### src/rtl/reg_scoreboard_pkg.sv
// Shared definitions for the register scoreboard: bus-width macros, counter limits and mask helpers.
// Optional feature macro used by this block: REG_SCOREBOARD_PERF_EN.
`ifndef REG_SCOREBOARD_DEFINES
`define REG_SCOREBOARD_DEFINES
`define REG_ADDR_BUS 4:0
`define WRITE_REG_REQ_ENABLE 1'b1
`define SB_CNT_BUS 2:0
`endif

package reg_scoreboard_pkg;
    localparam int REG_NUM    = 32;
    localparam int SB_CNT_W   = 3;
    localparam int SB_CNT_MAX = 7;

    typedef logic [REG_NUM-1:0] reg_mask_t;

    // One-hot register select; callers mask out x0 themselves.
    function automatic reg_mask_t reg_onehot(input logic [`REG_ADDR_BUS] addr);
        reg_mask_t mask;
        mask       = '0;
        mask[addr] = 1'b1;
        return mask;
    endfunction
endpackage

### src/rtl/reg_scoreboard_if.sv
// Issue/completion/status bundle between decode and the register scoreboard.
interface reg_scoreboard_if;
    logic                 issue_valid_i;
    logic                 issue_long_i;
    logic                 issue_csr_i;
    logic [`REG_ADDR_BUS] issue_rd_i;
    logic [`REG_ADDR_BUS] issue_rs1_i;
    logic [`REG_ADDR_BUS] issue_rs2_i;
    logic                 issue_rs1_use_i;
    logic                 issue_rs2_use_i;
    logic                 flush_i;
    logic                 done_req_i;
    logic [`REG_ADDR_BUS] done_rd_i;
    logic                 csr_done_i;
    logic                 stall_o;
    logic                 busy_o;
    logic                 err_o;

    modport master (
        output issue_valid_i, issue_long_i, issue_csr_i, issue_rd_i,
               issue_rs1_i, issue_rs2_i, issue_rs1_use_i, issue_rs2_use_i,
               flush_i, done_req_i, done_rd_i, csr_done_i,
        input  stall_o, busy_o, err_o
    );

    modport slave (
        input  issue_valid_i, issue_long_i, issue_csr_i, issue_rd_i,
               issue_rs1_i, issue_rs2_i, issue_rs1_use_i, issue_rs2_use_i,
               flush_i, done_req_i, done_rd_i, csr_done_i,
        output stall_o, busy_o, err_o
    );
endinterface

### src/rtl/reg_scoreboard_sb_hazard_cmp.sv
// Single-operand hazard check: register pending and not being written back this cycle.
module sb_hazard_cmp
    import reg_scoreboard_pkg::*;
#(
    parameter bit WB_BYPASS = 1'b1
) (
    input  logic                 src_use,
    input  logic [`REG_ADDR_BUS] src_addr,
    input  reg_mask_t            pend,
    input  logic                 done_req,
    input  logic [`REG_ADDR_BUS] done_rd,
    output logic                 hazard
);
    logic bypass_hit;

    // The completing value is already on the forwarding path when bypass is enabled.
    assign bypass_hit = WB_BYPASS && done_req && (done_rd == src_addr);
    assign hazard     = src_use && (src_addr != '0) && pend[src_addr] && !bypass_hit;
endmodule

### src/rtl/reg_scoreboard.sv
// Register scoreboard: pending bits for long-latency destinations and CSR writes, plus decode stall.
// Define REG_SCOREBOARD_PERF_EN to add a saturating stall-cycle counter on stall_cnt_o.
module reg_scoreboard
    import reg_scoreboard_pkg::*;
#(
    parameter int MAX_OUTSTANDING = 2,
    parameter bit WB_BYPASS       = 1'b1
) (
    input  logic              clk,
    input  logic              rst_n,
    reg_scoreboard_if.slave   sb
`ifdef REG_SCOREBOARD_PERF_EN
    ,
    output logic [31:0]       stall_cnt_o
`endif
);
    localparam logic [`SB_CNT_BUS] CNT_MAX = SB_CNT_W'(MAX_OUTSTANDING);

    reg_mask_t            pend_reg, pend_next;
    logic                 csr_pend_reg, csr_pend_next;
    logic [`SB_CNT_BUS]   cnt_reg, cnt_next;
    logic                 err_reg, err_next;
    logic                 busy_reg, busy_next;

    logic done_req;
    logic raw1_hz, raw2_hz, waw_hz, csr_hz, full_hz;
    logic hazard, stall, accept, set_long;
    logic done_pending, done_ok, done_err;
    reg_mask_t set_mask, clr_mask;

    assign done_req = (sb.done_req_i == `WRITE_REG_REQ_ENABLE);

    sb_hazard_cmp #(.WB_BYPASS(WB_BYPASS)) u_cmp_rs1 (
        .src_use (sb.issue_rs1_use_i),
        .src_addr(sb.issue_rs1_i),
        .pend    (pend_reg),
        .done_req(done_req),
        .done_rd (sb.done_rd_i),
        .hazard  (raw1_hz)
    );

    sb_hazard_cmp #(.WB_BYPASS(WB_BYPASS)) u_cmp_rs2 (
        .src_use (sb.issue_rs2_use_i),
        .src_addr(sb.issue_rs2_i),
        .pend    (pend_reg),
        .done_req(done_req),
        .done_rd (sb.done_rd_i),
        .hazard  (raw2_hz)
    );

    sb_hazard_cmp #(.WB_BYPASS(WB_BYPASS)) u_cmp_rd (
        .src_use (sb.issue_long_i),
        .src_addr(sb.issue_rd_i),
        .pend    (pend_reg),
        .done_req(done_req),
        .done_rd (sb.done_rd_i),
        .hazard  (waw_hz)
    );

    assign csr_hz  = sb.issue_csr_i && csr_pend_reg;
    // Any completion frees a slot this cycle, even if it later turns out to be spurious.
    assign full_hz = sb.issue_long_i && (cnt_reg == CNT_MAX) && !done_req;
    assign hazard  = sb.issue_valid_i && (raw1_hz || raw2_hz || waw_hz || csr_hz || full_hz);
    assign stall   = hazard && !sb.flush_i;
    assign accept  = sb.issue_valid_i && !stall && !sb.flush_i;

    assign set_long     = accept && sb.issue_long_i;
    assign set_mask     = (set_long && (sb.issue_rd_i != '0)) ? reg_onehot(sb.issue_rd_i) : '0;
    assign done_pending = pend_reg[sb.done_rd_i];
    assign done_ok      = done_req && ((sb.done_rd_i == '0) || done_pending);
    assign done_err     = done_req && (sb.done_rd_i != '0) && !done_pending;
    assign clr_mask     = done_ok ? reg_onehot(sb.done_rd_i) : '0;

    // Set is applied after clear so a same-cycle reissue keeps the register pending.
    for (genvar gi = 0; gi < REG_NUM; gi++) begin : g_pend
        if (gi == 0) begin : g_zero
            assign pend_next[gi] = 1'b0;
        end else begin : g_bit
            assign pend_next[gi] = set_mask[gi] || (pend_reg[gi] && !clr_mask[gi]);
        end
    end

    always_comb begin
        cnt_next = cnt_reg;
        if (set_long && !done_ok) begin
            if (cnt_reg != CNT_MAX)
                cnt_next = cnt_reg + 3'd1;
        end else if (!set_long && done_ok) begin
            if (cnt_reg != '0)
                cnt_next = cnt_reg - 3'd1;
        end
    end

    assign csr_pend_next = (accept && sb.issue_csr_i) || (csr_pend_reg && !sb.csr_done_i);
    assign err_next      = err_reg || done_err;
    // An outstanding op to x0 has no pending bit but still keeps the block busy.
    assign busy_next     = (|pend_next) || csr_pend_next || (cnt_next != '0);

    always_ff @(posedge clk or negedge rst_n) begin
        if (!rst_n) begin
            pend_reg     <= '0;
            csr_pend_reg <= 1'b0;
            cnt_reg      <= '0;
            err_reg      <= 1'b0;
            busy_reg     <= 1'b0;
        end else begin
            pend_reg     <= pend_next;
            csr_pend_reg <= csr_pend_next;
            cnt_reg      <= cnt_next;
            err_reg      <= err_next;
            busy_reg     <= busy_next;
        end
    end

    assign sb.stall_o = stall;
    assign sb.busy_o  = busy_reg;
    assign sb.err_o   = err_reg;

`ifdef REG_SCOREBOARD_PERF_EN
    logic [31:0] stall_cnt_reg;

    always_ff @(posedge clk or negedge rst_n) begin
        if (!rst_n)
            stall_cnt_reg <= '0;
        else if (stall && (stall_cnt_reg != '1))
            stall_cnt_reg <= stall_cnt_reg + 32'd1;
    end

    assign stall_cnt_o = stall_cnt_reg;
`endif
endmodule

### src/flat_wrapper.sv
// flat-port wrapper written by rule: the top's interface ports become plain ports
module reg_scoreboard_flat import reg_scoreboard_pkg::*;
#(
    parameter int MAX_OUTSTANDING = 2,
    parameter bit WB_BYPASS       = 1'b1
)
  (clk, rst_n, sb_issue_valid_i, sb_issue_long_i, sb_issue_csr_i, sb_issue_rd_i, sb_issue_rs1_i, sb_issue_rs2_i, sb_issue_rs1_use_i, sb_issue_rs2_use_i, sb_flush_i, sb_done_req_i, sb_done_rd_i, sb_csr_done_i, sb_stall_o, sb_busy_o, sb_err_o);
  reg_scoreboard_if sb_i ();
  input  logic clk;
  input  logic rst_n;
  input wire logic [$bits(sb_i.issue_valid_i)-1:0] sb_issue_valid_i;
  input wire logic [$bits(sb_i.issue_long_i)-1:0] sb_issue_long_i;
  input wire logic [$bits(sb_i.issue_csr_i)-1:0] sb_issue_csr_i;
  input wire logic [$bits(sb_i.issue_rd_i)-1:0] sb_issue_rd_i;
  input wire logic [$bits(sb_i.issue_rs1_i)-1:0] sb_issue_rs1_i;
  input wire logic [$bits(sb_i.issue_rs2_i)-1:0] sb_issue_rs2_i;
  input wire logic [$bits(sb_i.issue_rs1_use_i)-1:0] sb_issue_rs1_use_i;
  input wire logic [$bits(sb_i.issue_rs2_use_i)-1:0] sb_issue_rs2_use_i;
  input wire logic [$bits(sb_i.flush_i)-1:0] sb_flush_i;
  input wire logic [$bits(sb_i.done_req_i)-1:0] sb_done_req_i;
  input wire logic [$bits(sb_i.done_rd_i)-1:0] sb_done_rd_i;
  input wire logic [$bits(sb_i.csr_done_i)-1:0] sb_csr_done_i;
  output wire logic [$bits(sb_i.stall_o)-1:0] sb_stall_o;
  output wire logic [$bits(sb_i.busy_o)-1:0] sb_busy_o;
  output wire logic [$bits(sb_i.err_o)-1:0] sb_err_o;
  assign sb_i.issue_valid_i = sb_issue_valid_i;
  assign sb_i.issue_long_i = sb_issue_long_i;
  assign sb_i.issue_csr_i = sb_issue_csr_i;
  assign sb_i.issue_rd_i = sb_issue_rd_i;
  assign sb_i.issue_rs1_i = sb_issue_rs1_i;
  assign sb_i.issue_rs2_i = sb_issue_rs2_i;
  assign sb_i.issue_rs1_use_i = sb_issue_rs1_use_i;
  assign sb_i.issue_rs2_use_i = sb_issue_rs2_use_i;
  assign sb_i.flush_i = sb_flush_i;
  assign sb_i.done_req_i = sb_done_req_i;
  assign sb_i.done_rd_i = sb_done_rd_i;
  assign sb_i.csr_done_i = sb_csr_done_i;
  assign sb_stall_o = sb_i.stall_o;
  assign sb_busy_o = sb_i.busy_o;
  assign sb_err_o = sb_i.err_o;
  reg_scoreboard #(.MAX_OUTSTANDING(MAX_OUTSTANDING), .WB_BYPASS(WB_BYPASS)) u_core (.clk(clk), .rst_n(rst_n), .sb(sb_i));
endmodule
### config.mk
export PLATFORM = sky130hd
export DESIGN_NAME = reg_scoreboard_flat
export DESIGN_NICKNAME = d
export VERILOG_FILES = /design/src/rtl/reg_scoreboard_pkg.sv /design/src/rtl/reg_scoreboard_if.sv /design/src/rtl/reg_scoreboard_sb_hazard_cmp.sv /design/src/rtl/reg_scoreboard.sv /design/src/flat_wrapper.sv
export SDC_FILE = /design/constraint.sdc
export NUM_CORES = 1
export LEC_CHECK = 0
export CORE_MARGIN = 2
export CORE_UTILIZATION = 30
export DETAILED_ROUTE_END_ITERATION = 12
export GPL_TIMING_DRIVEN = 0
export PLACE_DENSITY = 0.48
export SETUP_SLACK_MARGIN = 0.3
export SYNTH_ARGS = -nofsm -noshare
export SYNTH_HDL_FRONTEND = slang
export SYNTH_SLANG_ARGS = --single-unit
### constraint.sdc
create_clock -name clk -period 5.85 [get_ports clk]
set_clock_uncertainty 0.05 [all_clocks]
set_input_delay 1.755 -clock clk [delete_from_list [all_inputs] [get_ports clk]]
set_output_delay 1.755 -clock clk [all_outputs]
set_load 0.1 [all_outputs]
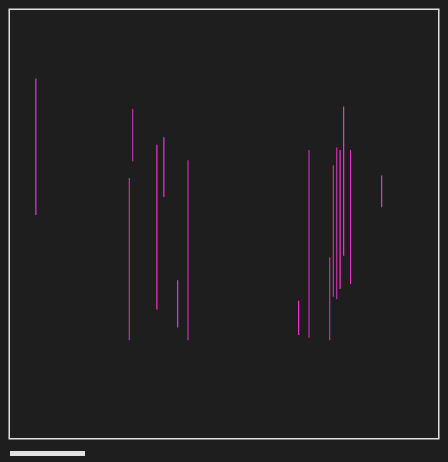
(M4 wires)
The bar under the picture is 20 um long.
nets with wire on the layer: 16
longest straight run: 49.6 um
share of all routed wire: 3.6%

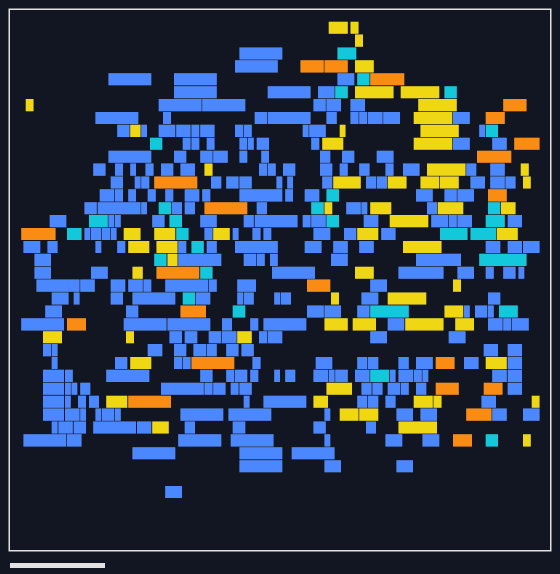
(cell sizes after repair)
The bar under the picture is 20 um long.
[blue] x1 and smaller | cells: 305 | share: 73%
[orange] x6 and larger | cells: 22 | share: 5.3%
[yellow] x2 | cells: 62 | share: 15%
[cyan] x3 and x4 | cells: 28 | share: 6.7%

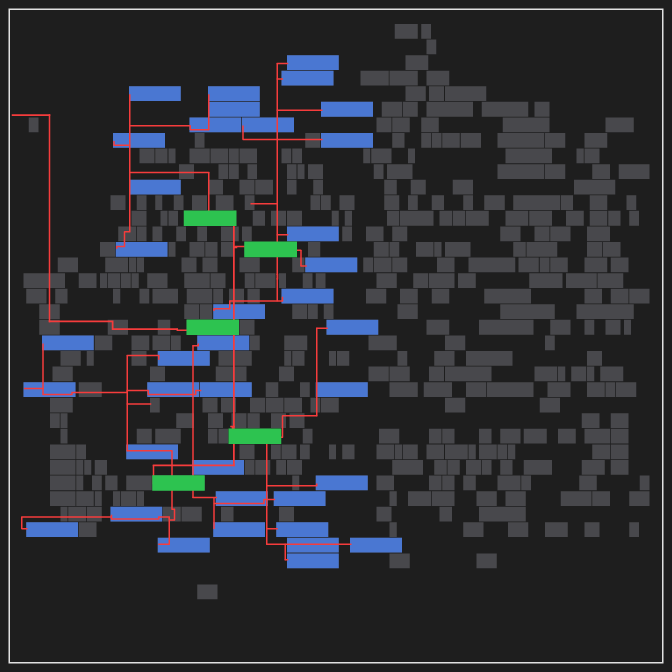
(clock network drawn from the DEF)
[green] clock-net drivers | count: 5
[red] clock wires | length: 575 um
[blue] flip-flops | count: 37
routed clock nets: 6

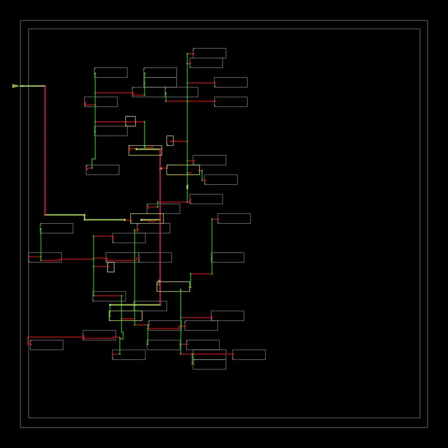
(the clock network)
Power Clock: 0.000265 W
clk sink count: 37
Late-Pin Clk Latency: 0.28 ns
# clk buffers: 5
clock buffer count from CTS: 5

==> GITHUB_STEP_SUMMARY <==
## Synthesis and layout report

| Metric | Value |
|---|---|
| Top cell excl fill/tap | `dfrtp_1` |
| DR WL met3 | `1.05 mm` |
| And+or+nand+nor area frac | `17.6%` |
| Warning total across the stage logs | `30` |
| Most frequent cell after synthesis | `dfrtp_1` |
| Worst-Margin Slew | `0.971 ns` |
| Multi-In Gates | `296` |
| Gr usage total | `21.3%` |
| Invs w/o clock | `10` |
| Die Y | `114 um` |
| Smallest hold slack | `0.420 ns` |
| Crit path DRT | `4.05 ns` |
| Core box area | `11900 um^2` |
| Root Buffer | `clkbuf_16` |
| Area after DPL | `4040 um^2` |
| Buf+Inv Stages, Crit Path | `4` |
| Die area | `13000 um^2` |
| Status | `completed` |
| Final setup violation count | `0` |
| Synth Area per Inst | `9.79 um^2` |
| Mux cell area share after synthesis | `21.3%` |
| Hold-fix buffers at CTS | `0` |
| Number of tapcells | `147` |
| GRT busiest layer | `met2` |
| CTS tree | `done` |
| Seq cells post-synth | `37` |
| Post-synth top area share | `25.6%` |
| Ratio of cells with drive above 1 in the final layout | `26.9%` |
| P_comb | `0.000407 W` |
| Via Count | `3533` |
| Synth cell count leaders | `dfrtp_1, mux2i_1, o21ai_0` |
| Min-Delay Path Class | `flop to flop` |
| Worst Path Arrival | `3.76 ns` |
| Largest cell class | `multi-input combinational cells` |
| Post-synth EDFFs | `0` |
| Clock power share | `25.8%` |
| Yosys chip area | `3620 um^2` |
Power is estimated from default activity; no workload was simulated.
